## config.mk

```make
export PLATFORM = sky130hd
export DESIGN_NAME = arm_fetch_stage_flat
export DESIGN_NICKNAME = d
export VERILOG_FILES = /design/src/rtl/arm_fetch_stage_pkg.sv /design/src/rtl/arm_fetch_stage_if.sv /design/src/rtl/arm_fetch_stage_fetch_fifo.sv /design/src/rtl/arm_fetch_stage.sv /design/src/flat_wrapper.sv
export SDC_FILE = /design/constraint.sdc
export NUM_CORES = 1
export LEC_CHECK = 0
export ABC_AREA = 1
export CAP_MARGIN = 10
export CORE_ASPECT_RATIO = 0.5
export CORE_UTILIZATION = 54
export DETAILED_ROUTE_END_ITERATION = 10
export PLACE_DENSITY = 0.76
export RECOVER_POWER = 100
export SLEW_MARGIN = 25
export SYNTH_ARGS = -nofsm -noshare
export SYNTH_HDL_FRONTEND = slang
export SYNTH_SLANG_ARGS = --single-unit
```

## constraint.sdc

```tcl
create_clock -name clk -period 7.66 [get_ports clk]
set_input_delay 0.766 -clock clk [delete_from_list [all_inputs] [get_ports clk]]
set_output_delay 0.766 -clock clk [all_outputs]
set_load 0.005 [all_outputs]
```

## src/rtl/arm_fetch_stage_pkg.sv

```systemverilog
// arm_fetch_stage_pkg: shared fetch defaults, word size and buffer entry layout {pc, instr}.
package arm_fetch_stage_pkg;
    localparam int ADDR_W_DEF = 32;
    localparam int DATA_W_DEF = 32;
    localparam int FIFO_DEPTH_DEF = 4;
    localparam int WORD_BYTES = 4;
    localparam logic [31:0] RESET_PC_DEF = 32'h0;
    typedef struct packed {
        logic [31:0] pc;
        logic [31:0] instr;
    } fetch_entry_t;
    function automatic int entry_w(int aw, int dw);
        return aw + dw;
    endfunction
endpackage

```

## src/rtl/arm_fetch_stage_if.sv

```systemverilog
// arm_fetch_stage_if: imem request/response, redirect and decode handshake bundle.
interface arm_fetch_stage_if
    import arm_fetch_stage_pkg::*;
#(
    parameter int ADDR_W = ADDR_W_DEF,
    parameter int DATA_W = DATA_W_DEF
) ();
    logic              imem_req;
    logic [ADDR_W-1:0] imem_addr;
    logic              imem_gnt;
    logic              imem_rvalid;
    logic [DATA_W-1:0] imem_rdata;
    logic              redirect_valid;
    logic [ADDR_W-1:0] redirect_pc;
    logic              if_valid;
    logic              if_ready;
    logic [DATA_W-1:0] if_instr;
    logic [ADDR_W-1:0] if_pc;
    modport master (
        output imem_req, imem_addr, if_valid, if_instr, if_pc,
        input  imem_gnt, imem_rvalid, imem_rdata, redirect_valid, redirect_pc, if_ready
    );
    modport slave (
        input  imem_req, imem_addr, if_valid, if_instr, if_pc,
        output imem_gnt, imem_rvalid, imem_rdata, redirect_valid, redirect_pc, if_ready
    );
endinterface

```

## src/rtl/arm_fetch_stage_fetch_fifo.sv

```systemverilog
// fetch_fifo: parametric sync FIFO with registered storage, zero-latency head and flush.
module fetch_fifo #(
    parameter int DEPTH = 4,
    parameter int WIDTH = 32
) (
    input  logic                     clk,
    input  logic                     rst_n,
    input  logic                     push_i,
    input  logic                     pop_i,
    input  logic                     flush_i,
    input  logic [WIDTH-1:0]         data_i,
    output logic [WIDTH-1:0]         data_o,
    output logic                     full_o,
    output logic                     empty_o,
    output logic [$clog2(DEPTH):0]   count_o
);
    localparam int AW = $clog2(DEPTH);
    logic [WIDTH-1:0] mem_q [DEPTH];
    logic [AW-1:0] wr_q, rd_q;
    logic [AW:0] cnt_q;
    logic do_push, do_pop;
    assign empty_o = cnt_q == '0;
    assign full_o = cnt_q == (AW+1)'(DEPTH);
    assign count_o = cnt_q;
    assign do_pop = pop_i && !empty_o;
    assign do_push = push_i && (!full_o || do_pop);
    // Head is gated so an empty FIFO always presents zero.
    assign data_o = empty_o ? '0 : mem_q[rd_q];
    always_ff @(posedge clk or negedge rst_n) begin
        if (!rst_n) begin
            wr_q <= '0;
            rd_q <= '0;
            cnt_q <= '0;
        end else if (flush_i) begin
            wr_q <= '0;
            rd_q <= '0;
            cnt_q <= '0;
        end else begin
            wr_q <= wr_q + AW'(do_push);
            rd_q <= rd_q + AW'(do_pop);
            cnt_q <= cnt_q + (AW+1)'(do_push) - (AW+1)'(do_pop);
        end
    end
    always_ff @(posedge clk) begin
        if (do_push && !flush_i) mem_q[wr_q] <= data_i;
    end
    assert property (@(posedge clk) disable iff (!rst_n) !(push_i && full_o && !pop_i && !flush_i));
endmodule

```

## src/rtl/arm_fetch_stage.sv

```systemverilog
// arm_fetch_stage: owns the PC, issues credit-limited imem fetches and buffers words for decode.
// Defining FETCH_PERF_CNT_EN adds saturating bubble and flush counters.
module arm_fetch_stage
    import arm_fetch_stage_pkg::*;
#(
    parameter int ADDR_W = ADDR_W_DEF,
    parameter int DATA_W = DATA_W_DEF,
    parameter int FIFO_DEPTH = FIFO_DEPTH_DEF,
    parameter logic [ADDR_W-1:0] RESET_PC = ADDR_W'(RESET_PC_DEF)
) (
    input logic clk,
    input logic rst_n,
    arm_fetch_stage_if.master bus
`ifdef FETCH_PERF_CNT_EN
    ,
    output logic [31:0] perf_bubble_cnt_o,
    output logic [31:0] perf_flush_cnt_o
`endif
);
    localparam int CW = $clog2(FIFO_DEPTH) + 1;
    localparam int EW = entry_w(ADDR_W, DATA_W);
    logic [ADDR_W-1:0] pc_q, pc_d, aq_head;
    logic [CW-1:0] drop_q, drop_d, occ, aq_cnt;
    logic [CW+1:0] used;
    logic [EW-1:0] head;
    logic started_q, redir, hs, resp, pop;
    logic ib_full, ib_empty, aq_full, aq_empty;
    assign redir = bus.redirect_valid;
    // Dropped responses still hold a credit until they come back.
    assign used = (CW+2)'(occ) + (CW+2)'(aq_cnt) + (CW+2)'(drop_q);
    assign bus.imem_req = started_q && !redir && used < (CW+2)'(FIFO_DEPTH);
    assign bus.imem_addr = pc_q;
    assign hs = bus.imem_req && bus.imem_gnt;
    assign resp = bus.imem_rvalid && drop_q == '0;
    assign bus.if_valid = !ib_empty;
    assign pop = bus.if_valid && bus.if_ready;
    assign {bus.if_pc, bus.if_instr} = head;
    always_comb begin
        pc_d = redir ? (bus.redirect_pc & ~ADDR_W'(3)) : hs ? pc_q + ADDR_W'(WORD_BYTES) : pc_q;
        drop_d = redir ? drop_q + aq_cnt - CW'(bus.imem_rvalid) + CW'(hs) :
                 (bus.imem_rvalid && drop_q != '0) ? drop_q - CW'(1) : drop_q;
    end
    always_ff @(posedge clk or negedge rst_n) begin
        if (!rst_n) begin
            pc_q <= RESET_PC;
            drop_q <= '0;
            started_q <= 1'b0;
        end else begin
            pc_q <= pc_d;
            drop_q <= drop_d;
            started_q <= 1'b1;
        end
    end
    fetch_fifo #(.DEPTH(FIFO_DEPTH), .WIDTH(ADDR_W)) u_addr_q (
        .clk(clk), .rst_n(rst_n), .push_i(hs), .pop_i(resp), .flush_i(redir),
        .data_i(pc_q), .data_o(aq_head), .full_o(aq_full), .empty_o(aq_empty), .count_o(aq_cnt)
    );
    fetch_fifo #(.DEPTH(FIFO_DEPTH), .WIDTH(EW)) u_ibuf (
        .clk(clk), .rst_n(rst_n), .push_i(resp), .pop_i(pop), .flush_i(redir),
        .data_i({aq_head, bus.imem_rdata}), .data_o(head), .full_o(ib_full), .empty_o(ib_empty),
        .count_o(occ)
    );
    assert property (@(posedge clk) disable iff (!rst_n) !(hs && aq_full));
    assert property (@(posedge clk) disable iff (!rst_n) !(resp && aq_empty));
    assert property (@(posedge clk) disable iff (!rst_n) !(resp && ib_full && !pop && !redir));
`ifdef FETCH_PERF_CNT_EN
    logic [31:0] bubble_q, flush_q;
    always_ff @(posedge clk or negedge rst_n) begin
        if (!rst_n) begin
            bubble_q <= '0;
            flush_q <= '0;
        end else begin
            if (bus.if_ready && !bus.if_valid && bubble_q != '1) bubble_q <= bubble_q + 32'd1;
            if (redir && flush_q != '1) flush_q <= flush_q + 32'd1;
        end
    end
    assign perf_bubble_cnt_o = bubble_q;
    assign perf_flush_cnt_o = flush_q;
`endif
endmodule

```

## src/flat_wrapper.sv

```systemverilog
// flat-port wrapper written by rule: the top's interface ports become plain ports
module arm_fetch_stage_flat import arm_fetch_stage_pkg::*;
#(
    parameter int ADDR_W = ADDR_W_DEF,
    parameter int DATA_W = DATA_W_DEF,
    parameter int FIFO_DEPTH = FIFO_DEPTH_DEF,
    parameter logic [ADDR_W-1:0] RESET_PC = ADDR_W'(RESET_PC_DEF)
)
  (clk, rst_n, bus_imem_req, bus_imem_addr, bus_if_valid, bus_if_instr, bus_if_pc, bus_imem_gnt, bus_imem_rvalid, bus_imem_rdata, bus_redirect_valid, bus_redirect_pc, bus_if_ready);
  arm_fetch_stage_if #(.ADDR_W(ADDR_W), .DATA_W(DATA_W)) bus_i ();
  input logic clk;
  input logic rst_n;
  output wire logic [$bits(bus_i.imem_req)-1:0] bus_imem_req;
  output wire logic [$bits(bus_i.imem_addr)-1:0] bus_imem_addr;
  output wire logic [$bits(bus_i.if_valid)-1:0] bus_if_valid;
  output wire logic [$bits(bus_i.if_instr)-1:0] bus_if_instr;
  output wire logic [$bits(bus_i.if_pc)-1:0] bus_if_pc;
  input wire logic [$bits(bus_i.imem_gnt)-1:0] bus_imem_gnt;
  input wire logic [$bits(bus_i.imem_rvalid)-1:0] bus_imem_rvalid;
  input wire logic [$bits(bus_i.imem_rdata)-1:0] bus_imem_rdata;
  input wire logic [$bits(bus_i.redirect_valid)-1:0] bus_redirect_valid;
  input wire logic [$bits(bus_i.redirect_pc)-1:0] bus_redirect_pc;
  input wire logic [$bits(bus_i.if_ready)-1:0] bus_if_ready;
  assign bus_imem_req = bus_i.imem_req;
  assign bus_imem_addr = bus_i.imem_addr;
  assign bus_if_valid = bus_i.if_valid;
  assign bus_if_instr = bus_i.if_instr;
  assign bus_if_pc = bus_i.if_pc;
  assign bus_i.imem_gnt = bus_imem_gnt;
  assign bus_i.imem_rvalid = bus_imem_rvalid;
  assign bus_i.imem_rdata = bus_imem_rdata;
  assign bus_i.redirect_valid = bus_redirect_valid;
  assign bus_i.redirect_pc = bus_redirect_pc;
  assign bus_i.if_ready = bus_if_ready;
  arm_fetch_stage #(.ADDR_W(ADDR_W), .DATA_W(DATA_W), .FIFO_DEPTH(FIFO_DEPTH), .RESET_PC(RESET_PC)) u_core (.clk(clk), .rst_n(rst_n), .bus(bus_i));
endmodule
```

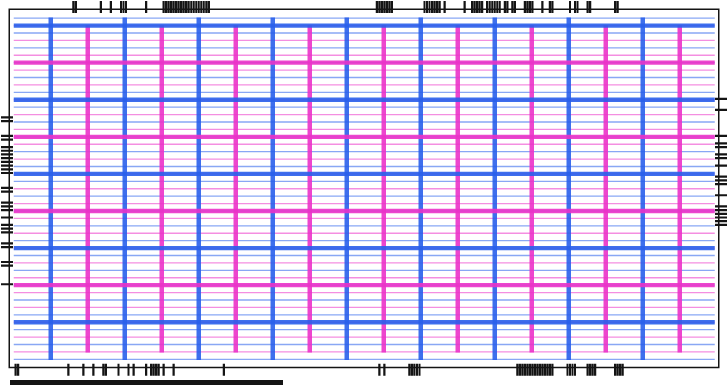
Fig. 1. Power grid.
Scale bar: 100 um. Pins as bars on the die edge.
Blue stands for VSS. Magenta stands for VDD.
47 met1 rails follow the rows. 168 signal pins sit on the boundary.
worst vdd ir: 202.0 uV
Die Span Y: 130.8 um
Core Box Area: 32170 um^2
width of the die: 259.7 um

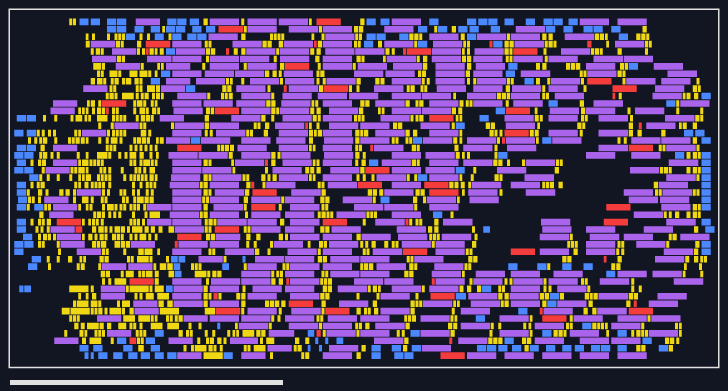
Fig. 2. Placement by cell class.
Scale bar: 100 um.
Purple stands for flops, cells 420, share of their area 61%. Yellow stands for combinational and other logic, cells 1143, share of their area 25%. Red stands for clock drivers and dummy loads, cells 65, share of their area 5.3%. Blue stands for other buffers and delay cells, cells 181, share of their area 8.5%.

==> metrics.log <==
[report] implementation figures
[metrics] PD cells: ~300 nW/um^2
[metrics] Seq cells: 420
[metrics] largest clock skew in the final design: roughly 12 ps
[metrics] critical path endpoint: bus_if_instr[2]
[metrics] share of final layout cell area taken by non-clock buffers: 0.08305
[metrics] switching component of the power: around 2 mW
[metrics] met2 Track Usage GR: 0.3951
[metrics] pins over their slew limit: 406
[metrics] top cells by count, synth: sky130_fd_sc_hd__nor2_1, sky130_fd_sc_hd__edfxtp_1, sky130_fd_sc_hd__nand2_1, sky130_fd_sc_hd__o21ai_0, sky130_fd_sc_hd__a21oi_1
[metrics] outcome: finished with violations
[metrics] relative contribution of sequential cells to total power: 0.454
[metrics] Non-clk invs: 73
[metrics] cell types occupying the most area after synthesis: sky130_fd_sc_hd__edfxtp_1, sky130_fd_sc_hd__nor2_1, sky130_fd_sc_hd__dfrtp_1, sky130_fd_sc_hd__o21ai_0, sky130_fd_sc_hd__nand2_1
[metrics] Cell Int Power: 4.403 mW
[metrics] worst-case hold path end point: u_core.u_addr_q.wr_q[1]
[metrics] total clock sinks: 420
[metrics] cell class with the largest area share: registers
[metrics] Leak: slightly below 8 nW
[metrics] OpenROAD warning count: 31
[metrics] final RePlAce weighted congestion: 0.8296
[metrics] Hold Crit Depth: 2
[metrics] clock network power: 1.69 mW
[metrics] failing checks: max-capacitance violations, max-slew violations
[metrics] Area growth, synth to finish: 16.48%
[metrics] Mux cell area share: 0
[metrics] number of input and output port buffers inserted: 163
[metrics] FF-to-FF setup slack: ~2500 ps
[metrics] max-cap violation count: 7
[metrics] well-tap cell count: 432
[metrics] Seq area share: 0.5927
[metrics] clock insertion delay at the later pin of the skew report: approximately 530 ps
[metrics] leftover overflow at the end of global routing: 0
[metrics] adder-cell share of the synthesized area: 0.01675
[metrics] register share after synthesis: 0.6901
[metrics] met3 track demand over resource: 0.03241
[metrics] chip area: between 30000 and 40000 um^2
[metrics] Basic Gates by Area: 0.1641
[metrics] FF/Latch Area: 12380 um^2
[metrics] number of ports placed on the die boundary: 168
[metrics] Pwr top: registers
[metrics] first-iteration detailed-routing DRC count: ~1100
[metrics] Detail Route Antenna Nets: 0
[metrics] number of search-and-repair iterations in the first detailed-routing pass: 5
==> worst max-delay path, delay by kind of cell, from the launching register on <==
family                 cells  cell delay, ps
flip-flops                 1             430
buffers and inverters      3            3500
AND/OR/NAND/NOR            2             210
AND-OR/OR-AND              1             320
==> through the flow <==
| stage | area, um^2 | util | std cells | total power, mW |
|---|---|---|---|---|
| after floorplan | 17950 | - | 1650 | 3.918 |
| after global placement | 19870 | 0.6177 | 2176 | 4.827 |
| after detailed placement | 19870 | 0.6177 | 2176 | 4.868 |
| after CTS | 20940 | 0.6509 | 2241 | 6.553 |
| after global routing | 20880 | 0.6490 | 2241 | 6.772 |
| final | 20880 | 0.6490 | 2241 | 6.422 |
Power and IR drop assume default switching activity.
